### src/rtl/pc_fetch_unit_pkg.sv
// Shared constants for the fetch front end: default widths, instruction field
// positions and the fetch FSM state encoding.
package cpu_pkg;

   localparam int DEF_WIDTH    = 16;
   localparam int DEF_RESET_PC = 0;

   localparam int OP1_HI   = 15;
   localparam int COND_HI  = 11;
   localparam int OP2_HI   = 7;
   localparam int SHAMT_HI = 3;

   typedef enum logic {
      S_IDLE = 1'b0,
      S_WAIT = 1'b1
   } fetch_state_t;

endpackage

### src/rtl/pc_fetch_unit_if.sv
// Program-memory read port: a request/address pair answered by ack/data.
interface pc_fetch_unit_if #(
   parameter int WIDTH = cpu_pkg::DEF_WIDTH
) ();

   logic             memReq;
   logic [WIDTH-1:0] memAddr;
   logic             memAck;
   logic [WIDTH-1:0] memData;

   modport master (
      output memReq,
      output memAddr,
      input  memAck,
      input  memData
   );

   modport slave (
      input  memReq,
      input  memAddr,
      output memAck,
      output memData
   );

endinterface

### src/rtl/pc_fetch_unit_pc_next_logic.sv
// Next-PC selection: jump-and-link, register jump, relative branch or increment,
// in that priority order. Pure combinational.
module pc_next_logic #(
   parameter int WIDTH = cpu_pkg::DEF_WIDTH
) (
   input  logic [WIDTH-1:0] pc,
   input  logic [WIDTH-1:0] jumpTarget,
   input  logic [7:0]       imm8,
   input  logic             BranchEN,
   input  logic             JmpEN,
   input  logic             JALEN,
   output logic [WIDTH-1:0] pc_next,
   output logic             link_we
);

   logic [WIDTH-1:0] disp;

   assign disp = {{(WIDTH-8){imm8[7]}}, imm8};

   // NOTE: every output gets a default first so no path through the if-chain can infer a latch.
   always_comb begin
      link_we = JALEN;
      pc_next = pc + WIDTH'(1);
      if (JALEN || JmpEN) begin
         pc_next = jumpTarget;
      end else if (BranchEN) begin
         pc_next = pc + disp;
      end
   end

endmodule

### src/rtl/pc_fetch_unit.sv
// Program counter, instruction register and link register with the two-state
// instruction-fetch handshake; exposes the decoded instruction fields.
module pc_fetch_unit
   import cpu_pkg::*;
#(
   parameter int               WIDTH    = DEF_WIDTH,
   parameter logic [WIDTH-1:0] RESET_PC = WIDTH'(DEF_RESET_PC)
) (
   input  logic               clk,
   input  logic               reset,
   input  logic               nextInstruction,
   input  logic               PCEN,
   input  logic               PCinstruction,
   input  logic               BranchEN,
   input  logic               JmpEN,
   input  logic               JALEN,
   input  logic [WIDTH-1:0]   jumpTarget,
   pc_fetch_unit_if.master    mem,
   output logic               busy,
   output logic               instrValid,
   output logic [WIDTH-1:0]   pc,
   output logic [WIDTH-1:0]   link,
   output logic [3:0]         opCode1,
   output logic [3:0]         conditionCode,
   output logic [3:0]         opCode2,
   output logic [3:0]         shiftAmt,
   output logic [7:0]         imm8
);

   fetch_state_t     state, state_next;
   logic [WIDTH-1:0] ir;
   logic [WIDTH-1:0] pc_next;
   logic             link_we;

   // NOTE: sequential state uses non-blocking assignments and an asynchronous reset branch.
   always_ff @(posedge clk or posedge reset) begin
      if (reset) state <= S_IDLE;
      else       state <= state_next;
   end

   always_comb begin
      state_next = state;
      case (state)
         S_IDLE:  if (nextInstruction) state_next = S_WAIT;
         S_WAIT:  if (mem.memAck)      state_next = S_IDLE;
         default: state_next = S_IDLE;
      endcase
   end

   // Request is decoded straight from the state flop, so reset drops it at once.
   always_comb begin
      mem.memReq = 1'b0;
      busy       = 1'b0;
      if (state == S_WAIT) begin
         mem.memReq = 1'b1;
         busy       = 1'b1;
      end
   end

   always_ff @(posedge clk or posedge reset) begin
      if (reset) begin
         mem.memAddr <= '0;
         ir          <= '0;
         instrValid  <= 1'b0;
      end else begin
         if (state == S_IDLE && nextInstruction) begin
            mem.memAddr <= pc;
            instrValid  <= 1'b0;
         end
         if (state == S_WAIT && mem.memAck) begin
            ir         <= mem.memData;
            instrValid <= 1'b1;
         end
      end
   end

   pc_next_logic #(.WIDTH(WIDTH)) u_pc_next (
      .pc         (pc),
      .jumpTarget (jumpTarget),
      .imm8       (imm8),
      .BranchEN   (BranchEN),
      .JmpEN      (JmpEN),
      .JALEN      (JALEN),
      .pc_next    (pc_next),
      .link_we    (link_we)
   );

   // Link captures the pre-jump pc, i.e. the address of the JAL itself.
   always_ff @(posedge clk or posedge reset) begin
      if (reset) begin
         pc   <= RESET_PC;
         link <= '0;
      end else if (PCEN && PCinstruction) begin
         pc <= pc_next;
         if (link_we) link <= pc;
      end
   end

   assign opCode1       = ir[OP1_HI   -: 4];
   assign conditionCode = ir[COND_HI  -: 4];
   assign opCode2       = ir[OP2_HI   -: 4];
   assign shiftAmt      = ir[SHAMT_HI -: 4];
   assign imm8          = ir[OP2_HI   -: 8];

endmodule

### src/flat_wrapper.sv
// flat-port wrapper written by rule: the top's interface ports become plain ports
module pc_fetch_unit_flat import cpu_pkg::*;
#(
   parameter int               WIDTH    = DEF_WIDTH,
   parameter logic [WIDTH-1:0] RESET_PC = WIDTH'(DEF_RESET_PC)
)
  (clk, reset, nextInstruction, PCEN, PCinstruction, BranchEN, JmpEN, JALEN, jumpTarget, busy, instrValid, pc, link, opCode1, conditionCode, opCode2, shiftAmt, imm8, mem_memReq, mem_memAddr, mem_memAck, mem_memData);
  pc_fetch_unit_if #(.WIDTH(WIDTH)) mem_i ();
  input  logic clk;
  input  logic reset;
  input  logic nextInstruction;
  input  logic PCEN;
  input  logic PCinstruction;
  input  logic BranchEN;
  input  logic JmpEN;
  input  logic JALEN;
  input  logic [WIDTH-1:0] jumpTarget;
  output logic busy;
  output logic instrValid;
  output logic [WIDTH-1:0] pc;
  output logic [WIDTH-1:0] link;
  output logic [3:0] opCode1;
  output logic [3:0] conditionCode;
  output logic [3:0] opCode2;
  output logic [3:0] shiftAmt;
  output logic [7:0] imm8;
  output wire logic [$bits(mem_i.memReq)-1:0] mem_memReq;
  output wire logic [$bits(mem_i.memAddr)-1:0] mem_memAddr;
  input wire logic [$bits(mem_i.memAck)-1:0] mem_memAck;
  input wire logic [$bits(mem_i.memData)-1:0] mem_memData;
  assign mem_memReq = mem_i.memReq;
  assign mem_memAddr = mem_i.memAddr;
  assign mem_i.memAck = mem_memAck;
  assign mem_i.memData = mem_memData;
  pc_fetch_unit #(.WIDTH(WIDTH), .RESET_PC(RESET_PC)) u_core (.clk(clk), .reset(reset), .nextInstruction(nextInstruction), .PCEN(PCEN), .PCinstruction(PCinstruction), .BranchEN(BranchEN), .JmpEN(JmpEN), .JALEN(JALEN), .jumpTarget(jumpTarget), .mem(mem_i), .busy(busy), .instrValid(instrValid), .pc(pc), .link(link), .opCode1(opCode1), .conditionCode(conditionCode), .opCode2(opCode2), .shiftAmt(shiftAmt), .imm8(imm8));
endmodule
### config.mk
export PLATFORM = sky130hd
export DESIGN_NAME = pc_fetch_unit_flat
export DESIGN_NICKNAME = d
export VERILOG_FILES = /design/src/rtl/pc_fetch_unit_pkg.sv /design/src/rtl/pc_fetch_unit_if.sv /design/src/rtl/pc_fetch_unit_pc_next_logic.sv /design/src/rtl/pc_fetch_unit.sv /design/src/flat_wrapper.sv
export SDC_FILE = /design/constraint.sdc
export NUM_CORES = 1
export LEC_CHECK = 0
export ABC_AREA = 1
export CAP_MARGIN = 40
export CORE_MARGIN = 2
export CORE_UTILIZATION = 50
export CTS_CLUSTER_DIAMETER = 150
export CTS_CLUSTER_SIZE = 20
export DETAILED_ROUTE_END_ITERATION = 7
export GPL_ROUTABILITY_DRIVEN = 0
export GPL_TIMING_DRIVEN = 0
export PLACE_DENSITY_LB_ADDON = 0.15
export SETUP_SLACK_MARGIN = 0.1
export SLEW_MARGIN = 20
export SYNTH_ARGS = -nofsm -noshare
export SYNTH_HDL_FRONTEND = slang
export SYNTH_SLANG_ARGS = --single-unit
### constraint.sdc
create_clock -name clk -period 6.6 [get_ports clk]
set_input_delay 1.98 -clock clk [delete_from_list [all_inputs] [get_ports clk]]
set_output_delay 1.98 -clock clk [all_outputs]
set_load 0.03 [all_outputs]
==> GITHUB_STEP_SUMMARY <==
## Synthesis and layout report

| Metric | Value |
|---|---|
| Status | `finished clean` |
| Die Y | `~88 um` |
| Most frequent logic cell in the layout | `nand2_1` |
| Dpl ws | `approximately 2.1 ns` |
| Non-Filler Instances | `a little under 700` |
| GRT busiest layer | `met2` |
| Minimum setup slack among reg-to-reg paths | `roughly 4.5 ns` |
| Critical path type | `input port to flip-flop` |
| DRT Wirelength | `~9700 um` |
| CTS tree | `built` |
| Max_cap viols | `0` |
| Initial DRC count | `between 150 and 200` |
| Top cells, area | `dfrtp_1 47%, nand2_1 17%, o21ai_0 7.1%, inv_1 4.8%, nor2_1 3.4%` |
| HP Class | `flip-flop to flip-flop` |
| DR WL/cell | `about 14 um` |
| Post-Syn Area | `~3500 um2` |
| Final Hold Vio Count | `0` |
| FP Core Util | `51.87%` |
| Placed Area | `~4800 um2` |
| Dpl cells | `between 600 and 700` |
| Sequential power share | `around 34%` |
| Ports | `116` |
| Final #Nets | `~640` |
| Sw Share | `between 40% and 50%` |
| Hold buffers post-CTS | `0` |
| CTS clock-pin slew for the worst setup and hold paths | `0.07 ns` |
| Yosys reg bits | `between 60 and 70` |
| Pin count of the biggest net entering global routing | `roughly 52` |
| Combinational cell fraction of total power | `45.7%` |
| Number of global-route vias before repair | `~3300` |
| Vias per cell | `between 5 and 6` |
| Setup TNS Final | `0 ns` |
| Final min period | `slightly above 4 ns` |
| # Cells Yosys | `466` |
| Post-CTS Setup Bufs | `0` |
| First-pass GRT wire length | `between 15000 and 20000 um` |
cell families (layout without fill, tap and decap cells):
kind of cell / count (synthesis) / count (layout) / share of synthesized area, %
and+or+nand+nor: 240 / 240 / 28.64
adders and majority gates: 8 / 8 / 3.037
DFF: 66 / 66 / 46.61
buffers and inverters: 75 / 207 / 9.498
xor gates and xnor gates: 6 / 6 / 1.483
AOI/OAI and AO/OA: 71 / 71 / 10.73
cell type report:
cell class	instances	area [um2]	share of cell area, %
inverters	52	198.9	3.946
clock buffers	12	145.1	2.879
plain buffers	23	140.1	2.780
well taps	96	120.1	2.383
flip-flops and latches	66	1652	32.76
multi-input cells	325	1555	30.85
repair buffers	116	1179	23.38
clock inverters	4	51.30	1.018
Yosys cell counts:
cell / instances
nand2_1: 161
dfrtp_1: 66
o21ai_0: 50
inv_1: 45
nor2_1: 32
nand3_1: 22
nand2_2: 11
buf_4: 10
clkbuf_1: 9
a21oi_1: 7
ha_1: 7
o22ai_1: 5
nand3b_1: 4
xor2_1: 4
a41oi_1: 3
clkinv_1: 3
inv_2: 3
o211ai_1: 3
o21ai_1: 3
buf_6: 2
nand2_4: 2
nand4_1: 2
nor2_2: 2
xnor2_1: 2
and2_1: 1
buf_1: 1
buf_2: 1
clkinv_2: 1
fa_1: 1
nand3_2: 1
nor2_4: 1
or2_2: 1
path summary, 6_finish.rpt:
kind / cells after the start / start / endpoint
worst max-delay path: 15 / BranchEN / u_core.pc[10]
worst min-delay path: 2 / u_core.ir[9] / u_core.ir[9]
worst max register to register: 14 / u_core.ir[0] / u_core.pc[10]
worst min register to register: 2 / u_core.ir[9] / u_core.ir[9]
max in group asynchronous: 3 / reset / u_core.pc[15]
min in group asynchronous: 2 / reset / u_core.ir[12]
Clock routing:
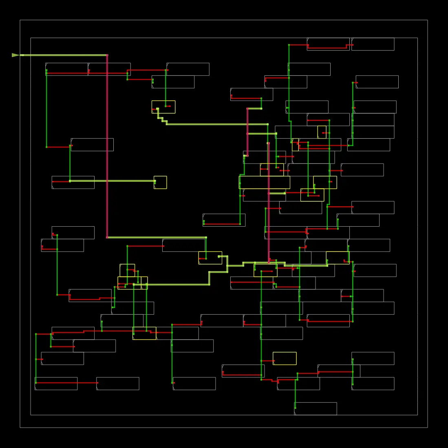
Clock buffer cells: 12
Clk. pwr: 0.000341 W
Late-Pin Clk Latency: 0.34 ns
num sequential: 66
CTS buffer count: 9

Placement by cell class:
Fill, decap, tap and diode cells in grey.
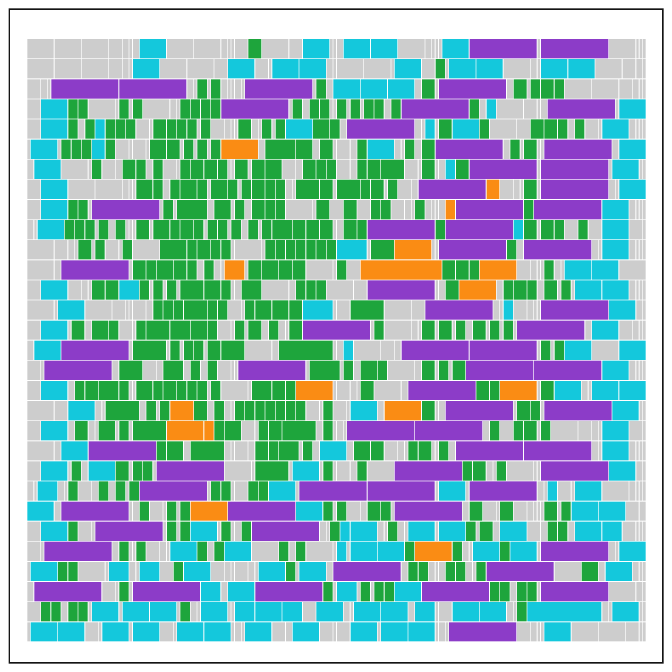
colour	class	cells
green	all other logic	377
cyan	other buffers and delay cells	139
orange	clock drivers and dummy loads	16
purple	flops	66
Seq area share: 32.76%
Layout Utilization: 73.79%
row count: 30

Power is estimated from default activity; no workload was simulated.
